==> config.mk <==
export PLATFORM = sky130hd
export DESIGN_NAME = fir_mac_scheduler
export DESIGN_NICKNAME = d
export VERILOG_FILES = /design/src/rtl/fir_mac_scheduler.sv
export SDC_FILE = /design/constraint.sdc
export NUM_CORES = 2
export LEC_CHECK = 0
export CORE_UTILIZATION = 64
export CTS_BUF_LIST = sky130_fd_sc_hd__clkbuf_2 sky130_fd_sc_hd__clkbuf_4 sky130_fd_sc_hd__clkbuf_8
export CTS_CLUSTER_DIAMETER = 150
export DETAILED_ROUTE_END_ITERATION = 16
export PLACE_DENSITY = 0.79
export RECOVER_POWER = 25
export SYNTH_ARGS = -nofsm -noshare
export SYNTH_HDL_FRONTEND = slang
export SYNTH_SLANG_ARGS = --single-unit
==> constraint.sdc <==
create_clock -name clk -period 85.7 [get_ports clk]
set_input_delay 17.14 -clock clk [delete_from_list [all_inputs] [get_ports clk]]
set_output_delay 17.14 -clock clk [all_outputs]
set_load 0.005 [all_outputs]
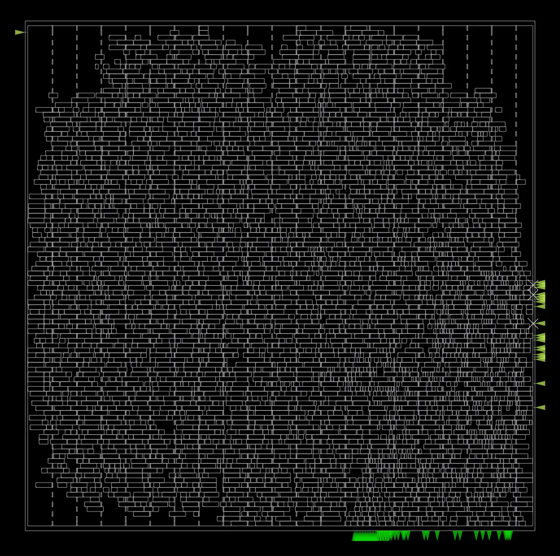
*Cell outlines without signal wires*
final core area utilization: 71.5%
sequential portion of the cell area: 46.7%

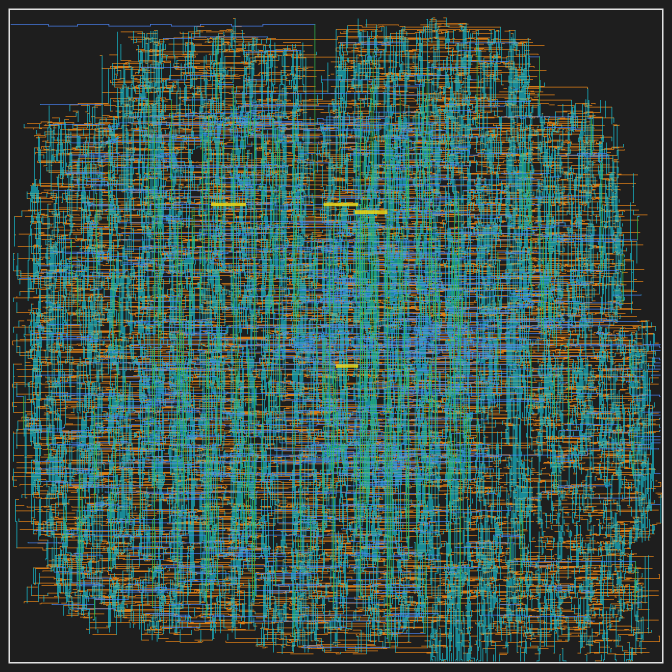
*Signal wires by layer*
| layer | color | wire length |
|---|---|---|
| metal 5 | yellow | 48.8 um |
| metal 3 | blue | 17,800 um |
| metal 4 | green | 8,810 um |
| metal 1 | orange | 56.6 mm |
| metal 2 | cyan | 67.5 mm |
total routed wirelength: 151,000 um
Routed WL per cell: 29.2 um
gr usage total: 37.5%
Vias: 37,275

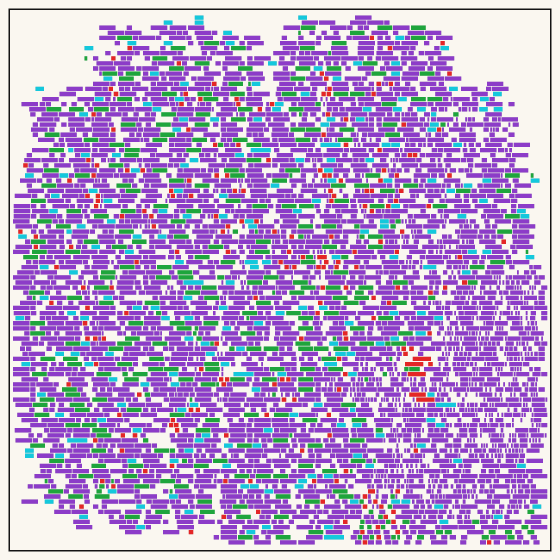
*Drive-strength map*
| size | color | cells | most used |
|---|---|---|---|
| _2 cells | green | 353 | mux4_2 |
| _0 and _1 cells | purple | 3,317 | dfrtp_1 |
| _6 and larger | cyan | 226 | clkbuf_8 |
| _3 and _4 cells | red | 213 | buf_4 |
post-route cell area: 57,800 sq um
post-route setup slack: 56.56 ns
number of buffers outside the clock class in the layout: 223

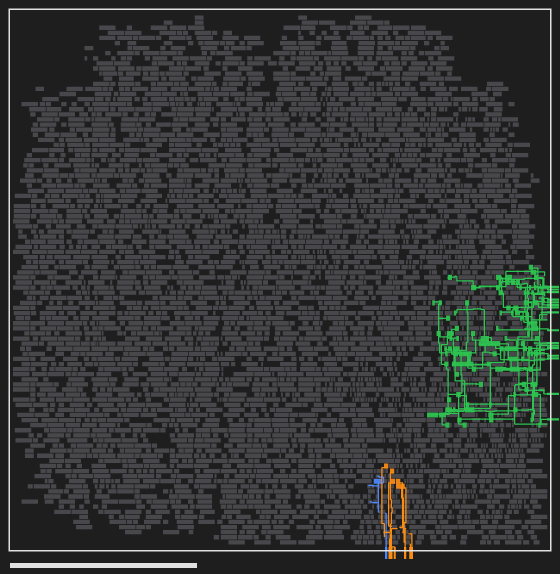
*Wires at chosen ports, followed through buffers*
The bar under the picture is 100 um long.
| port | color | bits | direction | end cells | buffers | wire |
|---|---|---|---|---|---|---|
| `coef_data` | green | 16 | input | 136 | 16 | 1,740 um |
| `in_ready` | blue | 1 | output | 1 | 1 | 56.8 um |
| `coef_addr` | orange | 6 | output | 6 | 6 | 249 um |
number of input and output port buffers inserted: 61
number of top-level pins: 62

==> impl_metrics.json <==
{
  "report.final.hold_viol_count": 0,
  "crit_slowest_cell": "sky130_fd_sc_hd__clkbuf_1",
  "postSynthNetCount": 4186,
  "num-nets-final": 4201,
  "buffer_levels_on_the_longest_clock_path": 3,
  "synth_dominant_cell_count": "sky130_fd_sc_hd__dfrtp_1",
  "worst-slew-pin-transition_ns": 9.16,
  "seq_area_frac_synth_pct": 51.4,
  "worst-setup-path-type": "input pin to async pin",
  "violations_in_the_final_reports": "DRC, capacitance limit, slew limit",
  "grt-busiest-layer": "met2",
  "holdBufCountCts": 0,
  "worst_setup_path_start_kind": "input pin",
  "initial_antenna_violation_count": 5,
  "synthDominantAreaCellType": "sky130_fd_sc_hd__dfrtp_1",
  "place.detailed.hpwl_um": 90200,
  "top_area_share_pct": 51.4,
  "ordered_cell_list_for_the_critical_path": "dlygate4sd3_1 -> clkinvlp_2 -> clkbuf_1",
  "groute.layer.met2.usage_pct": 54.2,
  "largest_reg_flops": 1008,
  "detail_route.iter0.violations": 4392,
  "report.final.slew_viol_count": 538,
  "clkSlewWorstSetupHoldPaths_ns": 0.06,
  "grt_start_max_net_pins": 176,
  "via_count_of_the_first_global_routing_pass": 38185,
  "top_cells_by_area": "sky130_fd_sc_hd__dfrtp_1 (51%), sky130_fd_sc_hd__a22o_1 (17%), sky130_fd_sc_hd__mux4_2 (12%)",
  "required_ns": 84.35,
  "cp_slowest_stage_delay_ns": 6.47,
  "die_height_um": 288,
  "min_path_cells": 1,
  "worstRegToRegCells": 34,
  "worst-path-buf-inv": 3,
  "log.warning_count": 40,
  "ys_types": 65,
  "grt.met3_usage_pct": 11.2,
  "highest_achievable_clock_rate_ghz": 0.0343,
  "final_antenna_net_count": 0,
  "critical-path-top-delay-family": "buffers and inverters",
  "final_layout_size_suffix_gt1_share_pct": 19.3,
  "synth_stat.cells": 3969,
  "tritoncts_num_sinks": 1077,
  "finalCritPeriodShare_pct": 34.0,
  "synth_async_sr_flop_share_pct": 100,
  "route.detailed.drc": 6,
  "worst_skew_pair.late_latency_ns": 0.87,
  "syn_inst": 3969,
  "rsz0062_at_grt": "false",
  "status": "finished, violations left",
  "rd_place_congestion": 0.942,
  "ctsResizeCount": 0,
  "syn2layout_area_growth_pct": 10.1,
  "ys_warn_count": 0,
  "synth-edff-count": 0,
  "max_cap_viol_count": 6,
  "ys_seq_elements": 1077,
  "worst-r2r-setup-slack_ns": 73.18,
  "floorplan.initialDensity_pct": 64.9,
  "global_route.usage.met1_pct": 51.8,
  "placement_stage_worst_setup_slack_ns": 62.01,
  "syn-mean-instance-area_sq_um": 13.2
}
-- stage by stage --
stage | instance area, sq um | instances | util, %
6_report | 57800 | 5172 | 71.5
5_1_grt | 57800 | 5170 | 71.5
4_1_cts | 57800 | 5169 | 71.5
3_5_place_dp | 54100 | 4871 | 67.0
3_3_place_gp | 54100 | 4871 | 67.0
2_1_floorplan | 52400 | 3969 | -
-- cell families after synthesis --
| group | share of synthesized area [%] |
|---|---|
| buffers and inverters | 4.61 |
| AND-OR/OR-AND | 19.8 |
| flip-flops | 51.4 |
| multiplexers | 13.4 |
| XOR/XNOR | 1.10 |
| adder cells (fa/ha/maj) | 5.51 |
| AND/OR/NAND/NOR | 4.16 |
-- metal layers --
metal	vias to the layer above	wire (um)
met5	-	48
met1	19248	56600
met4	8	8810
met2	2445	67500
met3	494	17800
li1	15080	-
-- cells in the final DEF, fill, tap and decap left out, drive strengths merged, types with 58 or more instances in the layout --
cell type,n
mux4,269
buf,155
a22o,1033
dfrtp,1077
ha,95
inv,194
mux2i,76
nand2,172
clkdlybuf4s50,58
a21oi,104
fa,85
clkbuf,262
nor2,92
and2,92
-- area by class of cell --
cell class / instances / area (sq um)
Timing Repair Buffer: 223 / 1840
Sequential cell: 1077 / 27000
Antenna cell: 3 / 7.51
Multi-Input combinational cell: 2321 / 23300
Fill cell: 5316 / 23000
Inverter: 190 / 714
Tap cell: 1060 / 1330
Clock inverter: 43 / 455
Clock buffer: 255 / 3220
